==> config.mk <==
export PLATFORM = sky130hd
export DESIGN_NAME = resp_serializer
export DESIGN_NICKNAME = d
export VERILOG_FILES = /design/src/rtl/resp_serializer.sv
export SDC_FILE = /design/constraint.sdc
export NUM_CORES = 1
export LEC_CHECK = 0
export CORE_MARGIN = 1.5
export CORE_UTILIZATION = 53
export CTS_BUF_LIST = sky130_fd_sc_hd__clkbuf_4 sky130_fd_sc_hd__clkbuf_8 sky130_fd_sc_hd__clkbuf_16
export CTS_CLUSTER_SIZE = 8
export DETAILED_ROUTE_END_ITERATION = 8
export MAX_ROUTING_LAYER = met4
export PLACE_DENSITY = 0.82
export SKIP_CTS_REPAIR_TIMING = 1
export SYNTH_ARGS = -nofsm -noshare
export SYNTH_HDL_FRONTEND = slang
export SYNTH_SLANG_ARGS = --single-unit
==> constraint.sdc <==
create_clock -name clk -period 5.3 [get_ports clk]
set_clock_uncertainty 0.2 [all_clocks]
set_input_delay 1.06 -clock clk [delete_from_list [all_inputs] [get_ports clk]]
set_output_delay 1.06 -clock clk [all_outputs]
set_load 0.05 [all_outputs]
==> src/rtl/resp_serializer.sv <==
// resp_serializer: sends one response word of up to MAX_BYTES bytes to
// uart_tx, LSB first, using the uart_tx data/ready/done handshake, then
// pulses done once the last byte has completed.
module resp_serializer #(
  parameter int MAX_BYTES = 4
) (
  input  logic                   clk,
  input  logic                   rst_n,
  input  logic                   start,
  input  logic [8*MAX_BYTES-1:0] word,
  input  logic [3:0]             len,
  output logic                   busy,
  output logic                   done,
  output logic [7:0]             tx_data,
  output logic                   tx_data_ready,
  input  logic                   tx_done
);

  localparam int W  = 8 * MAX_BYTES;
  // remaining must be able to hold MAX_BYTES itself
  localparam int RW = $clog2(MAX_BYTES + 1);

  typedef enum logic [1:0] {
    S_IDLE,
    S_SEND,
    S_WAIT,
    S_FIN
  } state_e;

  state_e          state_q, state_d;
  logic [RW-1:0]   rem_q, rem_d;
  logic [W-1:0]    shreg_q, shreg_d;
  logic [W-1:0]    shreg_nxt;
  logic [7:0]      tx_data_q, tx_data_d;
  logic            tx_done_q, tx_done_d;
  logic            tx_done_rise;
  logic [RW-1:0]   eff_len;

  // Edge detect on tx_done so both pulse and level forms advance once per byte
  assign tx_done_d    = tx_done;
  assign tx_done_rise = tx_done & ~tx_done_q;
  assign shreg_nxt    = shreg_q >> 8;

  // Clamp requested length to what the word can carry
  always_comb begin
    eff_len = RW'(len);
    if (32'(len) > MAX_BYTES) eff_len = RW'(MAX_BYTES);
  end

  // Next-state logic; tx_data is held unless a new byte is being presented
  always_comb begin
    state_d   = state_q;
    rem_d     = rem_q;
    shreg_d   = shreg_q;
    tx_data_d = tx_data_q;
    unique case (state_q)
      S_IDLE: begin
        if (start) begin
          if (eff_len != '0) begin
            shreg_d   = word;
            rem_d     = eff_len;
            tx_data_d = word[7:0];
            state_d   = S_SEND;
          end else begin
            state_d   = S_FIN;
          end
        end
      end
      // The strobe is exactly the one cycle spent here
      S_SEND: state_d = S_WAIT;
      // A rise that landed in SEND is deliberately not remembered
      S_WAIT: begin
        if (tx_done_rise) begin
          if (rem_q > RW'(1)) begin
            rem_d     = rem_q - RW'(1);
            shreg_d   = shreg_nxt;
            tx_data_d = shreg_nxt[7:0];
            state_d   = S_SEND;
          end else begin
            rem_d     = '0;
            state_d   = S_FIN;
          end
        end
      end
      S_FIN:   state_d = S_IDLE;
      default: state_d = S_IDLE;
    endcase
  end

  // State and datapath registers; reset drops any partial response
  always_ff @(posedge clk or negedge rst_n) begin
    if (!rst_n) begin
      state_q   <= S_IDLE;
      rem_q     <= '0;
      shreg_q   <= '0;
      tx_data_q <= 8'h00;
      tx_done_q <= 1'b0;
    end else begin
      state_q   <= state_d;
      rem_q     <= rem_d;
      shreg_q   <= shreg_d;
      tx_data_q <= tx_data_d;
      tx_done_q <= tx_done_d;
    end
  end

  // Outputs decode directly from state so reset cuts them immediately
  assign busy          = (state_q != S_IDLE);
  assign done          = (state_q == S_FIN);
  assign tx_data_ready = (state_q == S_SEND);
  assign tx_data       = tx_data_q;

endmodule

==> images/clock_map.png <==
Drawn at 8 px/µm.
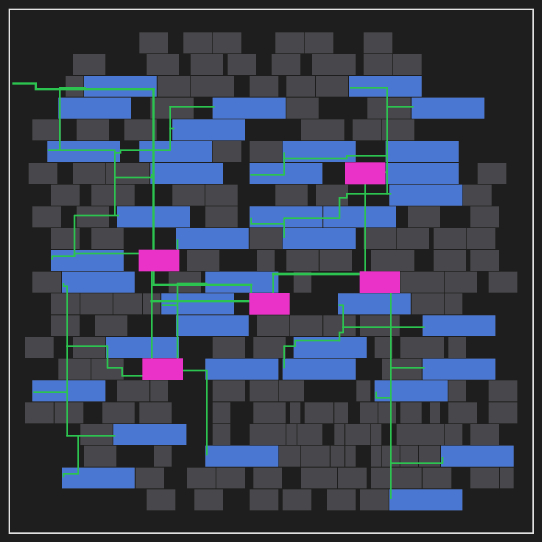
clock wires: in green, length 417 µm. flip-flops: in blue, count 38. cells driving clock nets: in magenta, count 5.
There are 6 routed clock nets. Position of the flops: all over the die.
clock power share: 0.124
clk pwr: 0.000187 W
clk_lat worst skew: 0.27 ns

==> images/port_nets.png <==
Drawn at 8 px/µm.
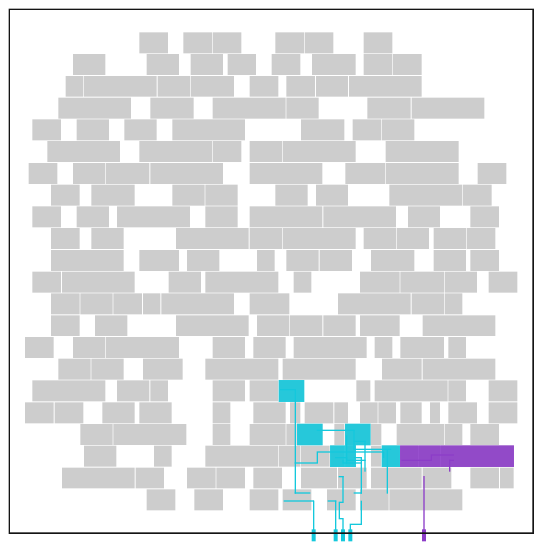
len: in cyan, bits 4, direction input, end cells 6, buffers 4, wire 92.8 µm. tx_done: in purple, bits 1, direction input, end cells 3, buffers 1, wire 15.6 µm.
I/O pin count: 51
PortBufs: 50

==> images/final_congestion.png <==
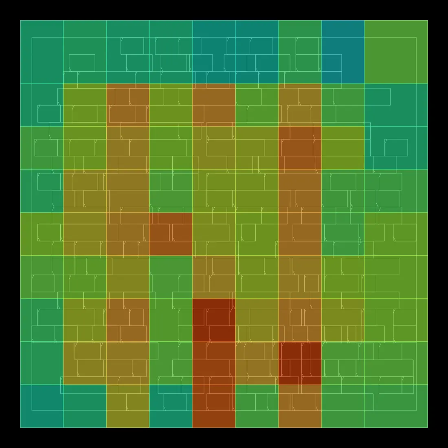
met3 Use GR: 0.0411
global-route usage over all layers: 0.195

==> images/gate_families.png <==
Drawn at 6 px/µm.
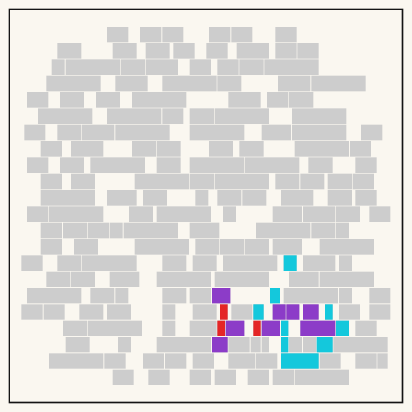
NAND gates: in cyan, cells 9. inverting AOI/OAI gates: in purple, cells 8. inverters: in red, cells 3.
combinational fraction of the cell area: 0.377
final cell count without fillers: 240
Top cell excl fill/tap: clkdlybuf4s50_1

==> flow_summary.ini <==
; implementation run metrics
[final_layout]
fin_nets = 235
top_register = shreg_q
largestRegisters = shreg_q x32, rem_q x3, state_q x2
buffer_area_frac = 0.193
nClkBuffers = 6
layout.cells.most_common_list = clkdlybuf4s50_1, mux2_2, dfrtp_1, nor2b_1, mux2_4
layout-drive-gt1-share = 0.359
clk_share = 0.0322
logic_gates = 95
buffers = 50
logic_area_um2 = 967
nFillCells = 280

[placement]
placedInstanceArea_mm2 = 0.00248
gp_congestion = 0.752

[synthesis]
synthCells = 151
synthArstFlopShare = 1.00
synth_top_flop_cell = dfrtp_1
yosys_cells = 151
edf_count = 0
ys_types = 30
mux_area_frac = 0.335
synth_area_per_cell_um2 = 13.6
ys_seq_share = 0.462
synth_warnings = 0

[worst_setup_path]
cp_cell_sequence = nor2b_1 -> clkdlybuf4s50_1
path_class = reg -> out
r2r_setup_slack_ns = 2.46
cp_data_arrival_time_ns = 1.86
reg2reg_from = state_q[0]$_DFFE_PN0P_
critPathTopFamily = buffers and inverters
cp-start-kind = flop

[global_routing]
busiest_layer = met2
overflow = 0
antenna_found_initial = 0
met1_usage = 0.235
grt_pass1_wl_mm = 6.11

[pwr]
pg_seq_w = 0.000519
finalPower_w = 0.00151
p_comb_frac = 0.532

[floorplanning]
fp.dieH_um = 65.3
die_w_um = 65.3

[final_timing]
tightest_slew_ns = 0.925
period_used_share = 0.589
rsz0062_at_grt = false
clock.fmax_ghz = 0.320

[clock_network]
htreeDepth = 2
path_clk_slew_ns = 0.07

[outcome]
status = finished, final reports clean

[min_path]
hp-class = reg -> reg

[route]
dr.max_layer_used = met4
Power figures rest on the tool's default switching activity, not on a simulated workload.
